[config.mk]
export PLATFORM = sky130hd
export DESIGN_NAME = shift_deserializer
export DESIGN_NICKNAME = d
export VERILOG_FILES = /design/src/rtl/shift_pkg.sv /design/src/rtl/deser_hold_reg.sv /design/src/rtl/shift_deserializer.sv
export SDC_FILE = /design/constraint.sdc
export NUM_CORES = 1
export LEC_CHECK = 0
export CORE_ASPECT_RATIO = 1.5
export CORE_MARGIN = 1
export CORE_UTILIZATION = 35
export DETAILED_ROUTE_END_ITERATION = 8
export GPL_TIMING_DRIVEN = 1
export PLACE_DENSITY = 0.55
export RECOVER_POWER = 100
export SYNTH_ARGS = -nofsm -noshare
export SYNTH_HDL_FRONTEND = slang
export SYNTH_HIERARCHICAL = 1
export SYNTH_SLANG_ARGS = --single-unit
[constraint.sdc]
create_clock -name clk -period 1.5 [get_ports clk]
set_clock_uncertainty 0.1 [all_clocks]
set_input_delay 0.3 -clock clk [delete_from_list [all_inputs] [get_ports clk]]
set_output_delay 0.3 -clock clk [all_outputs]
set_load 0.01 [all_outputs]
[src/rtl/shift_pkg.sv]
// rtl/shift_pkg.sv - shared types and constants for the serial shift transmitter/receiver pair
package shift_pkg;

    // Word size shared by the load-and-shift transmitter and this receiver.
    localparam int DEFAULT_WIDTH = 8;

    // Receiver frame FSM: IDLE has no partial word, SHIFT holds bit_cnt bits.
    typedef enum logic {
        IDLE  = 1'b0,
        SHIFT = 1'b1
    } deser_state_t;

    // Bit counter must represent 0..WIDTH.
    function automatic int cnt_width(input int width);
        return $clog2(width + 1);
    endfunction

    localparam int DEFAULT_CNT_W = cnt_width(DEFAULT_WIDTH);

endpackage

[src/rtl/deser_hold_reg.sv]
// rtl/deser_hold_reg.sv - valid/ready output holding register with dropped-word detect
import shift_pkg::*;

module deser_hold_reg #(
    parameter int WIDTH = DEFAULT_WIDTH
) (
    input  logic             clk,
    input  logic             rst,
    input  logic [WIDTH-1:0] i_word,
    input  logic             i_word_done,
    input  logic             i_data_ready,
    output logic [WIDTH-1:0] o_data_out,
    output logic             o_data_valid,
    output logic             o_drop
);

    logic [WIDTH-1:0] r_data;
    logic             r_valid;
    logic             w_xfer;
    logic             w_load;

    // A completed word only has room if the register is empty or being drained now.
    assign w_xfer = r_valid && i_data_ready;
    assign w_load = i_word_done && (!r_valid || i_data_ready);
    assign o_drop = i_word_done && r_valid && !i_data_ready;

    // Load new words, clear valid on a transfer that is not refilled the same cycle.
    always_ff @(posedge clk) begin
        if (rst) begin
            r_data  <= '0;
            r_valid <= 1'b0;
        end else if (w_load) begin
            r_data  <= i_word;
            r_valid <= 1'b1;
        end else if (w_xfer) begin
            r_valid <= 1'b0;
        end
    end

    assign o_data_out   = r_data;
    assign o_data_valid = r_valid;

endmodule

[src/rtl/shift_deserializer.sv]
// rtl/shift_deserializer.sv - serial-to-parallel receiver with overrun and framing flags
import shift_pkg::*;

module shift_deserializer #(
    parameter int WIDTH     = DEFAULT_WIDTH,
    parameter bit LSB_FIRST = 1'b1
) (
    input  logic             clk,
    input  logic             rst,
    input  logic             i_serial_in,
    input  logic             i_bit_en,
    input  logic             i_frame_start,
    output logic [WIDTH-1:0] o_data_out,
    output logic             o_data_valid,
    input  logic             i_data_ready,
    output logic             o_overrun,
    output logic             o_frame_err,
    input  logic             i_clear_err
);

    localparam int CNT_W = cnt_width(WIDTH);
    localparam logic [CNT_W-1:0] LAST_CNT = CNT_W'(WIDTH - 1);

    deser_state_t     r_state;
    deser_state_t     w_nxt_state;
    logic [CNT_W-1:0] r_bit_cnt;
    logic [CNT_W-1:0] w_nxt_cnt;
    logic [WIDTH-1:0] r_sr;
    logic [WIDTH-1:0] w_nxt_sr;
    logic [WIDTH-1:0] w_shifted;
    logic             w_word_done;
    logic             w_frame_evt;
    logic             w_drop;
    logic             r_overrun;
    logic             r_frame_err;

    // Shift register contents with the current line bit folded in; also the completed word.
    always_comb begin
        w_shifted = r_sr;
        if (LSB_FIRST) begin
            w_shifted = {i_serial_in, r_sr[WIDTH-1:1]};
        end else begin
            w_shifted = {r_sr[WIDTH-2:0], i_serial_in};
        end
    end

    // Frame FSM: next state, counter, shift register and completion/framing events.
    always_comb begin
        w_nxt_state = r_state;
        w_nxt_cnt   = r_bit_cnt;
        w_nxt_sr    = r_sr;
        w_word_done = 1'b0;
        w_frame_evt = 1'b0;
        case (r_state)
            IDLE: begin
                // Bits outside a frame are discarded until a frame_start arrives.
                if (i_bit_en && i_frame_start) begin
                    w_nxt_sr    = w_shifted;
                    w_nxt_cnt   = CNT_W'(1);
                    w_nxt_state = SHIFT;
                end
            end
            SHIFT: begin
                if (i_bit_en) begin
                    w_nxt_sr = w_shifted;
                    if (i_frame_start) begin
                        // Early restart: the partial word is abandoned, this bit is bit 0.
                        w_frame_evt = 1'b1;
                        w_nxt_cnt   = CNT_W'(1);
                    end else if (r_bit_cnt == LAST_CNT) begin
                        w_word_done = 1'b1;
                        w_nxt_cnt   = '0;
                        w_nxt_state = IDLE;
                    end else begin
                        w_nxt_cnt = r_bit_cnt + CNT_W'(1);
                    end
                end
            end
            default: begin
                w_nxt_state = IDLE;
                w_nxt_cnt   = '0;
            end
        endcase
    end

    // FSM state, bit counter and shift register.
    always_ff @(posedge clk) begin
        if (rst) begin
            r_state   <= IDLE;
            r_bit_cnt <= '0;
            r_sr      <= '0;
        end else begin
            r_state   <= w_nxt_state;
            r_bit_cnt <= w_nxt_cnt;
            r_sr      <= w_nxt_sr;
        end
    end

    deser_hold_reg #(
        .WIDTH(WIDTH)
    ) u_hold (
        .clk         (clk),
        .rst         (rst),
        .i_word      (w_shifted),
        .i_word_done (w_word_done),
        .i_data_ready(i_data_ready),
        .o_data_out  (o_data_out),
        .o_data_valid(o_data_valid),
        .o_drop      (w_drop)
    );

    // Sticky error flags; a new event in the same cycle as clear_err keeps the flag set.
    always_ff @(posedge clk) begin
        if (rst) begin
            r_overrun   <= 1'b0;
            r_frame_err <= 1'b0;
        end else begin
            r_overrun   <= w_drop      || (r_overrun   && !i_clear_err);
            r_frame_err <= w_frame_evt || (r_frame_err && !i_clear_err);
        end
    end

    assign o_overrun   = r_overrun;
    assign o_frame_err = r_frame_err;

endmodule

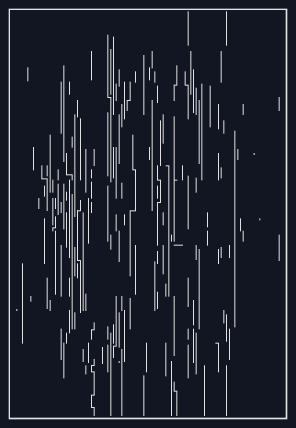
Fig. 1. Signal wires on met2 (run 1).
Scale: 6 px per micron.
wire length on this layer: 973 microns
nets with wire on the layer: 121
main direction: vertical

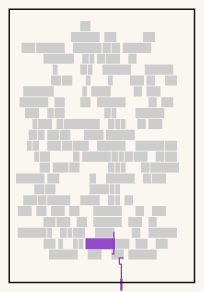
Fig. 2. Port wiring (run 1).
Scale: 4 px per micron.
| colour | port | bits | direction | edge | end cells | buffers | wire |
|---|---|---|---|---|---|---|---|
| purple | o_data_valid | 1 | output | bottom | 1 | 1 | 12.9 microns |

==> flow_summary_export.csv, run 1 <==
group,metric,value,unit
setup_path,worstPathCellList,"ha_4 -> nand3b_1 -> nor3_2 -> nor2b_4 -> buf_12 -> mux2i_1",
drt,first_pass_iters,4,
final_timing,final_period_minus_worst_setup_slack,1.50,ns
setup_path,ff2ff_path_depth,6,
logic_synthesis,cell_type_with_the_highest_aggregate_area_in_the_netlist,"sky130_fd_sc_hd__dfxtp_1",
placement,dpl.hpwl,1310,microns
die,chipArea,3120,sq um
placement,place_congestion,0.657,
finish,antenna_cells_inserted,0,
logic_synthesis,synth_async_reset_ratio,0,%
power,ir_drop,0.442,mV
logic_synthesis,dominant_register_cell,"sky130_fd_sc_hd__dfxtp_1",
logic_synthesis,synth.avg_cell_area,9.40,sq um
die,design.core.area,2710,sq um
setup_path,criticalPathCategory,"flip-flop to flip-flop",
setup_path,worstPathRequired,1.59,ns
clock_network,clkLatencyLatePin,0.26,ns
finish,layout-area-overhead-vs-synth,35.4,%
die,die_h,67.9,microns
logic_synthesis,yosysUniqueCellTypes,30,
placement,io_buffers,17,
finish,fraction_of_layout_cells_with_a_size_suffix_above_1,22.6,%
drt,met3_wirelength,51,microns
logic_synthesis,seq_area_frac_synth,45.4,%
flow_run,log.warning_count,27,
drt,antenna_left,0,
final_timing,worst_pin_slew,0.264,ns
hold_path,holdPathEnd,"r_sr[1]",
drt,detail_route.wirelength.met1,758,microns
global_route,globalRouteTotalUtil,14.1,%
die,fp.dieW,46.0,microns
die,fp_util,37.5,%
final_timing,grt_setup_unrepaired,"true",
setup_path,crit-reg2reg-capture,"u_hold/o_data_out[0]",
global_route,grt_start_max_net_pins,32,
global_route,grt_overflow,0,
clock_network,cts-buffers-inserted,3,
hold_path,min_path_cells,2,
global_route,met1_usage,15.5,%
logic_synthesis,post-synth-top-area-fraction,45.4,%
global_route,first_pass_grt_wire_length,3280,microns
outcome,run_status,"completed",
power,power_density,799,nW/um^2
drt,via_count,806,
final_timing,finalSetupViolCount,0,
setup_path,timing.critical_path.fanout_max,8,
setup_path,crit_path_start,"r_bit_cnt[1]",
global_route,grt.busiest_layer,"met2",
drt,highest-signal-layer,"met4",
setup_path,worst-r2r-setup-slack,0.0008,ns
drt,routed_via_density,4.63,
global_route,grtUsageMet2,25.2,%
setup_path,critPathMaxStageDelay,0.37,ns
logic_synthesis,number_of_enable_flip_flop_cells,0,
placement,placedInstanceArea,1310,sq um
final_timing,min_period_over_period,99.9,%
setup_path,reg_to_reg_critical_path_startpoint,"r_bit_cnt[1]",
finish,final_net_count,146,
drt,detail_route.drc_violations,0,
clock_network,clock_sink_count,23,
final_timing,hold_slack,0.360,ns
logic_synthesis,ys.warnings.count,6,
final_timing,clock.fmax,0.667,GHz
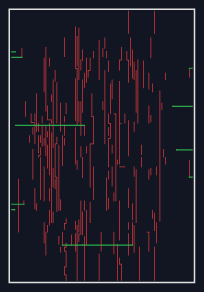
Fig. 3. Signal wires by layer (run 1).
Scale: 4 px per micron. Only two layers are drawn.
| colour | layer | wire length |
|---|---|---|
| green | metal 3 | 52.0 microns |
| red | metal 2 | 973 microns |

==> run 1: timing repair <==
item                                    CTS  global route
endpoints found under the setup margin   19             8
hold buffers                              0             0
pin swaps                                 1             2
resized                                  12             4
buffers inserted                          0             2
==> run 1: flip-flops by register name (all words and copies together), names as in the netlist <==
signal,flops
r_bit_cnt,4
r_sr,7
u_hold/o_data_out,8
u_hold/o_data_valid,1
r_state,1
o_overrun,1
o_frame_err,1
==> run 1: metrics by stage <==
step	setup TNS (ns)	instances	util, %	power [uW]	worst slack (ns)
floorplan	0	108	-	689	0.0127
global placement	-2.53	168	48.3	734	-0.175
detailed placement	-2.92	168	48.3	734	-0.208
CTS	0	172	49.7	1120	0.00923
global route	-0.956	174	50.8	1160	-0.151
finish	0	174	50.8	1100	0.000790
==> run 1: worst max path at each step <==
stage | cells past startpoint | end | slack [ns]
2_1_floorplan | 6 | u_hold/o_data_out[0] | 0.01
3_3_place_gp | 6 | u_hold/o_data_out[7] | -0.18
3_5_place_dp | 5 | u_hold/o_data_out[0] | -0.21
4_1_cts | 6 | u_hold/o_data_out[0] | 0.009
5_1_grt | 6 | u_hold/o_data_out[3] | -0.15
6_report | 6 | u_hold/o_data_out[0] | 0.0008
==> run 1: kinds of logic after synthesis <==
group	Yosys count	share of synthesized area (%)
simple gates	49	28.0
compound gates	19	12.3
mux	8	7.89
flops	23	45.4
fa+ha+maj	1	1.23
buf+inv	8	5.18
==> run 1: power breakdown <==
group	internal, uW	switching (uW)
Sequential	618	5.60
Combinational	51.8	45.6
Clock	185	192
==> run 1: placed cells by master, fill, tap and decap left out, types with 2 or more instances in the layout <==
| master | synthesis | layout |
|---|---|---|
| sky130_fd_sc_hd__buf_4 | 2 | 12 |
| sky130_fd_sc_hd__nor3_2 | 1 | 2 |
| sky130_fd_sc_hd__inv_1 | 2 | 2 |
| sky130_fd_sc_hd__dlygate4sd2_1 | 0 | 11 |
| sky130_fd_sc_hd__a21oi_1 | 11 | 11 |
| sky130_fd_sc_hd__nor2b_4 | 1 | 2 |
| sky130_fd_sc_hd__mux2i_1 | 8 | 8 |
| sky130_fd_sc_hd__buf_12 | 0 | 2 |
| sky130_fd_sc_hd__clkdlybuf4s50_1 | 0 | 6 |
| sky130_fd_sc_hd__clkbuf_8 | 0 | 3 |
| sky130_fd_sc_hd__nand2_1 | 16 | 16 |
| sky130_fd_sc_hd__a22oi_1 | 2 | 2 |
| sky130_fd_sc_hd__dfxtp_2 | 0 | 2 |
| sky130_fd_sc_hd__dfxtp_1 | 23 | 21 |
| sky130_fd_sc_hd__nor2_1 | 5 | 5 |
| sky130_fd_sc_hd__nand2b_1 | 16 | 16 |
==> run 1: layout make-up <==
cell class	count	area, sq um	area share, %
Clock buffer	3	41.3	3.01
Clock inverter	1	5.00	0.364
Inverter	2	7.51	0.546
Timing Repair Buffer	31	287	20.9
Tap cell	37	46.3	3.37
Multi-Input combinational cell	77	524	38.2
Sequential cell	23	463	33.7
==> run 1: critical path, delay by kind of cell, from the launching register on <==
kind,cells,cell delay (ns)
flip-flops,1,0.37
multiplexers,1,0.18
adder cells (fa/ha/maj),1,0.14
AND/OR/NAND/NOR,3,0.51
buffers and inverters,1,0.14
==> run 2: changes to the inputs <==
--- a/config.mk
+++ b/config.mk
@@ -7,10 +7,10 @@
 export LEC_CHECK = 0
 export CORE_ASPECT_RATIO = 1.5
 export CORE_MARGIN = 1
-export CORE_UTILIZATION = 35
+export CORE_UTILIZATION = 45
 export DETAILED_ROUTE_END_ITERATION = 8
 export GPL_TIMING_DRIVEN = 1
-export PLACE_DENSITY = 0.55
+export PLACE_DENSITY = 0.69
 export RECOVER_POWER = 100
 export SYNTH_ARGS = -nofsm -noshare
 export SYNTH_HDL_FRONTEND = slang
==> run 2 against run 1 <==
Compared with the run above:
- area after synthesis unchanged
- synthesized cell count unchanged
- hold slack improved by 0.014 ns
- first-iteration DRC count increased by 20%
- register-to-register slack improved by 0.03 ns
- core utilization increased by 12 points
- cell area decreased by 4.7%
- clock-buffer cell count increased by 1
- sequential share of layout area increased by 1.7 points
- via count decreased by 1.5%
- non-clock buffer count decreased by 2
- maximum frequency increased by 1.6%
==> flow_summary_export.csv, run 2 <==
group,metric,value,unit
outcome,run_status,"completed",
flow_run,log.warning_count,27,
finish,fraction_of_layout_cells_with_a_size_suffix_above_1,20.0,%
die,fp.dieW,40.8,microns
finish,antenna_cells_inserted,0,
power,power_density,756,nW/um^2
clock_network,clkLatencyLatePin,0.30,ns
finish,final_net_count,144,
logic_synthesis,post-synth-top-area-fraction,45.4,%
power,ir_drop,0.595,mV
finish,register_cell_area_after_layout,463,sq um
placement,placedInstanceArea,1280,sq um
setup_path,worstPathRequired,1.60,ns
die,chipArea,2450,sq um
placement,dpl.hpwl,1260,microns
setup_path,worst-r2r-setup-slack,0.03,ns
logic_synthesis,synth.avg_cell_area,9.40,sq um
finish,most-common-layout-cells,"21 x sky130_fd_sc_hd__dfxtp_1, 16 x sky130_fd_sc_hd__nand2_1, 16 x sky130_fd_sc_hd__nand2b_1",
finish,number_of_flip_flops_in_the_largest_register,8,
setup_path,timing.critical_path.fanout_max,8,
setup_path,criticalPathCategory,"input port to flip-flop",
final_timing,finalSetupViolCount,0,
logic_synthesis,synth_async_reset_ratio,0,%
logic_synthesis,yosysUniqueCellTypes,30,
final_timing,worst_pin_slew,0.389,ns
logic_synthesis,ys.warnings.count,6,
logic_synthesis,dominant_register_cell,"sky130_fd_sc_hd__dfxtp_1",
global_route,grt_start_max_net_pins,32,
drt,first_pass_iters,4,
logic_synthesis,postSynthNetCount,116,
clock_network,cts-buffers-inserted,3,
global_route,first_pass_grt_wire_length,2820,microns
placement,io_buffers,17,
final_timing,clock.fmax,0.678,GHz
finish,layout-area-overhead-vs-synth,29.0,%
logic_synthesis,number_of_enable_flip_flop_cells,0,
logic_synthesis,seq_area_frac_synth,45.4,%
drt,detail_route.drc_violations,0,
die,fp_util,48.9,%
final_timing,final_period_minus_worst_setup_slack,1.48,ns
drt,antenna_left,0,
placement,pre_cts_ws,-0.217,ns
placement,place_congestion,0.696,
finish,final_common_cell,"sky130_fd_sc_hd__dfxtp_1",
drt,routed_via_density,5.06,
clock_network,clock_sink_count,23,
drt,via_count,794,
## run 2: report_power, final
part           switching, uW  total [uW]  internal [uW]
logic                   43.5        90.3           46.8
clock network            172         275            103
registers               5.67         624            619
total                    221         990            769
## run 2: path summary, 6_finish.rpt
kind	start	end	depth (start not counted)
max	i_frame_start	r_bit_cnt[2]	5
min	r_sr[1]	r_sr[1]	2
max reg2reg	r_bit_cnt[0]	u_hold/o_data_out[1]	6
min reg2reg	r_sr[1]	r_sr[1]	2
## run 2: layer usage
layer	share of wire (%)	track usage, %	vias up
met1	46	19.4	361
met3	2.7	2.23	2
met4	1.4	7.14	0
li1	-	-	419
met5	0	0	-
met2	50	27.9	12
## run 2: cell families (layout without fill, tap and decap cells)
kind of cell,after synthesis,in the layout,share of synthesized area [%]
compound gates,19,19,12.3
fa+ha+maj,1,1,1.23
buf+inv,8,35,5.18
flops,23,23,45.4
mux,8,8,7.89
simple gates,49,49,28.0
## run 2: per-stage QoR
step	setup TNS, ns	power, uW	hold slack, ns	utilization (%)	std cells
finish	0	990	0.374	63.0	157
CTS	0	1010	0.377	63.2	156
global placement	-2.49	730	0.350	61.6	152
detailed placement	-2.98	731	0.360	61.6	152
floorplan	0	689	0.269	-	108
global route	-0.486	1050	0.392	63.0	157
## run 2: final cells by class
| type | count | area share (%) |
|---|---|---|
| Inverter | 2 | 0.574 |
| Tap cell | 22 | 2.10 |
| Multi-Input combinational cell | 77 | 39.4 |
| Timing Repair Buffer | 29 | 20.6 |
| Clock buffer | 4 | 2.01 |
| Sequential cell | 23 | 35.4 |
## run 2: worst max-delay path: stages
cell,delay [ns]
sky130_fd_sc_hd__clkdlybuf4s50_1,0.52
sky130_fd_sc_hd__clkbuf_2,0.18
sky130_fd_sc_hd__o21a_1,0.31
sky130_fd_sc_hd__o311a_1,0.23
sky130_fd_sc_hd__nor3_2,0.04
## run 2: repair_timing
action                     CTS  global route
gates resized               16             0
gates cloned                 0             0
buffers inserted             0             1
pin swaps                    1             0
setup endpoints to repair   19             8
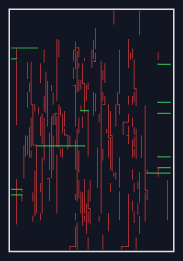
Fig. 4. Signal wires by layer (run 2).
Scale: 4 px per micron. Only two layers are drawn.
| colour | layer | wire length |
|---|---|---|
| green | metal 3 | 46.9 microns |
| red | metal 2 | 861 microns |

==> run 3: changes to the inputs <==
--- a/config.mk
+++ b/config.mk
@@ -5,6 +5,7 @@
 export SDC_FILE = /design/constraint.sdc
 export NUM_CORES = 1
 export LEC_CHECK = 0
+export CAP_MARGIN = 10
 export CORE_ASPECT_RATIO = 1.5
 export CORE_MARGIN = 1
 export CORE_UTILIZATION = 45
@@ -12,6 +13,7 @@
 export GPL_TIMING_DRIVEN = 1
 export PLACE_DENSITY = 0.69
 export RECOVER_POWER = 100
+export SLEW_MARGIN = 40
 export SYNTH_ARGS = -nofsm -noshare
 export SYNTH_HDL_FRONTEND = slang
 export SYNTH_HIERARCHICAL = 1
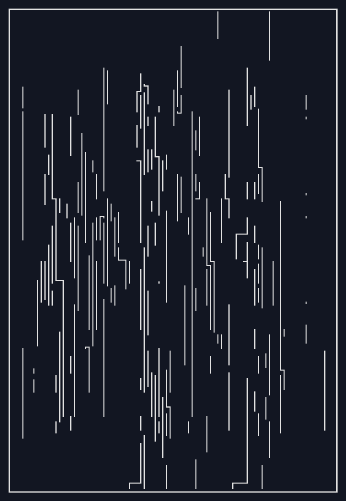
Fig. 5. Signal wires on met2 (run 3).
Scale: 8 px per micron.
longest straight run: 38.1 microns
wire length on this layer: 861 microns
share of all routed wire: 50%
main direction: vertical

==> run 3 against run 2 <==
Compared with the run above:
- die size unchanged
- area after synthesis is the same
- via count unchanged
- combinational power barely moved
- non-clock buffer count unchanged
- critical path depth unchanged
- sequential cell count unchanged
- final cell count unchanged
- routed wire length is the same
- clock-buffer cell count unchanged
- sequential share of layout area unchanged
- setup slack is the same
- critical endpoint unchanged
==> flow_summary_export.csv, run 3 <==
group,metric,value,unit
logic_synthesis,seq_area_frac_synth,45.4,%
clock_network,clkLatencyLatePin,0.30,ns
setup_path,criticalPathCategory,"input port to flip-flop",
drt,first_pass_iters,4,
flow_run,log.warning_count,27,
hold_path,holdPathEnd,"r_sr[1]",
final_timing,clock.fmax,0.678,GHz
hold_path,hold_path_startpoint,"r_sr[1]",
finish,layout-area-overhead-vs-synth,29.0,%
logic_synthesis,post-synth-top-area-fraction,45.4,%
setup_path,timing.critical_path.fanout_max,8,
setup_path,critical-path-slowest-cell,"sky130_fd_sc_hd__clkdlybuf4s50_1",
drt,via_count,794,
die,fp_util,48.9,%
clock_network,clk_root_buffer_cell,"sky130_fd_sc_hd__clkbuf_4",
logic_synthesis,cell_type_with_the_highest_aggregate_area_in_the_netlist,"sky130_fd_sc_hd__dfxtp_1",
logic_synthesis,number_of_enable_flip_flop_cells,0,
setup_path,worstPathRequired,1.60,ns
finish,postLayoutCoreUtil,63.0,%
finish,most-common-layout-cells,"21 x sky130_fd_sc_hd__dfxtp_1, 16 x sky130_fd_sc_hd__nand2_1, 16 x sky130_fd_sc_hd__nand2b_1",
finish,final_common_cell,"sky130_fd_sc_hd__dfxtp_1",
power,ir_drop,0.595,mV
final_timing,finalHoldViolations,0,
setup_path,reg_to_reg_critical_path_startpoint,"r_bit_cnt[0]",
finish,antenna_cells_inserted,0,
outcome,run_status,"completed",
logic_synthesis,dominant_register_cell,"sky130_fd_sc_hd__dfxtp_1",
global_route,grt_overflow,0,
placement,io_buffers,17,
final_timing,final_period_minus_worst_setup_slack,1.48,ns
placement,place_congestion,0.696,
clock_network,cts_hold_buf,0,
final_timing,finalSetupViolCount,0,
setup_path,cpLargestDelayFamily,"buffers and inverters",
die,top_level_ports,18,
setup_path,critical_path_buf_inv_count,2,
clock_network,cts-buffers-inserted,3,
drt,routed_via_density,5.06,
setup_path,worst-r2r-setup-slack,0.03,ns
final_timing,grt_setup_unrepaired,"true",
hold_path,min_path_cells,2,
die,chipArea,2450,sq um
finish,number_of_flip_flops_in_the_largest_register,8,
die,fp.dieW,40.8,microns
placement,dpl.hpwl,1260,microns
setup_path,crit-reg2reg-capture,"u_hold/o_data_out[1]",
clock_network,clock_sink_count,23,
drt,detail_route.drc_violations,0,
logic_synthesis,ys.warnings.count,6,
drt,antenna_left,0,
logic_synthesis,synth.avg_cell_area,9.40,sq um
final_timing,min_period_over_period,98.4,%
logic_synthesis,postSynthNetCount,116,
global_route,globalRouteTotalUtil,16.4,%
logic_synthesis,synthesis.area,1010,sq um
setup_path,ff2ff_path_depth,6,
clock_network,tritoncts,"done",
global_route,grt_start_max_net_pins,32,
finish,fraction_of_layout_cells_with_a_size_suffix_above_1,20.0,%
power,design_power_total,990,uW
die,design.core.area,2080,sq um
logic_synthesis,synth_async_reset_ratio,0,%
logic_synthesis,yosysUniqueCellTypes,30,
global_route,grt_antenna_before_repair,0,
final_timing,tns,0,ns
final_timing,worst_pin_slew,0.389,ns
finish,final_cells,157,
power,power_density,756,nW/um^2
placement,numPlacedInstances,152,
global_route,first_pass_grt_wire_length,2820,microns
setup_path,critPathMaxStageDelay,0.52,ns
setup_path,worstPathCellList,"clkdlybuf4s50_1 -> clkbuf_2 -> o21a_1 -> o311a_1 -> nor3_2",
finish,final_net_count,144,
die,die_h,60.2,microns
==> run 3: cell counts after synthesis <==
No cell type changed its count.
==> run 3: where the power goes <==
part / internal (uW) / total (uW) / switching [uW]
combinational: 46.8 / 90.3 / 43.5
clock: 103 / 275 / 172
sequential: 619 / 624 / 5.67
==> run 3: what timing repair did <==
item	4_1_cts	5_1_grt
resized	16	0
endpoints found under the setup margin	19	8
buffers inserted	0	1
pin swaps	1	0
==> run 3: how the worst max path moves through the flow <==
stage / start / end / slack, ns / cells after the start
after detailed placement: i_bit_en / u_hold/o_data_out[6] / -0.22 / 6
after global placement: i_frame_start / r_bit_cnt[2] / -0.19 / 5
after floorplan: r_bit_cnt[0] / u_hold/o_data_out[0] / 0.01 / 6
after CTS: r_bit_cnt[0] / u_hold/o_data_out[6] / 0.01 / 6
final: i_frame_start / r_bit_cnt[2] / 0.02 / 5
after global routing: r_bit_cnt[0] / u_hold/o_data_out[1] / -0.1 / 6
==> run 3: through the flow <==
stage	area [sq um]	hold WS (ns)	worst slack, ns
after CTS	1310	0.377	0.00963
final	1310	0.374	0.0244
after global routing	1310	0.392	-0.0990
after floorplan	1020	0.269	0.0127
after detailed placement	1280	0.360	-0.217
after global placement	1280	0.350	-0.187
==> run 3: final cells by class <==
cell class | count | area, sq um | area share [%]
Clock buffer | 4 | 26.3 | 2.01
Inverter | 2 | 7.51 | 0.574
Timing Repair Buffer | 29 | 269 | 20.6
Sequential cell | 23 | 463 | 35.4
Multi-Input combinational cell | 77 | 515 | 39.4
Tap cell | 22 | 27.5 | 2.10
==> run 3: tightest hold or removal path: cells and delay by family (launching register included) <==
family / cells / cell delay (ns)
AOI/OAI and AO/OA: 1 / 0.06
DFF: 1 / 0.33
and+or+nand+nor: 1 / 0.05
==> run 3: metal layers <==
metal | global-route usage [%] | vias to the layer above | wire, microns
met2 | 27.9 | 12 | 861
met4 | 7.14 | 0 | 24
li1 | - | 419 | -
met3 | 2.23 | 2 | 46
met5 | 0 | - | 0
met1 | 19.4 | 361 | 802
==> run 3: kinds of logic after synthesis <==
group | share of synthesized area, %
DFF | 45.4
and+or+nand+nor | 28.0
buffers and inverters | 5.18
AOI/OAI and AO/OA | 12.3
muxes | 7.89
adders and majority gates | 1.23

## Gallery

I/O pins on the die edge.
picture 1
Scale: 8 px per micron. Pins as bars across the die edge, other pins in grey.
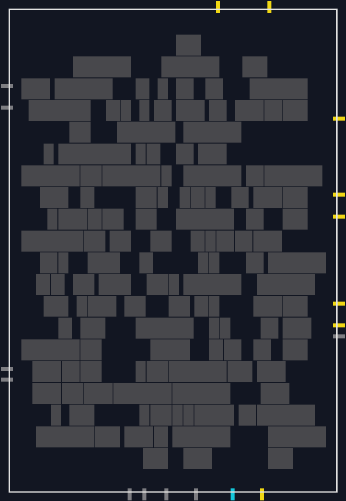
picture 2
Scale: 6 px per micron. Pins as bars across the die edge, other pins in grey.
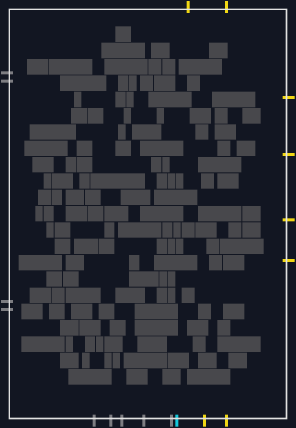
The one with the largest die is picture 2.
run 3: picture 1
run 1: picture 2

Power is estimated from default activity; no workload was simulated.
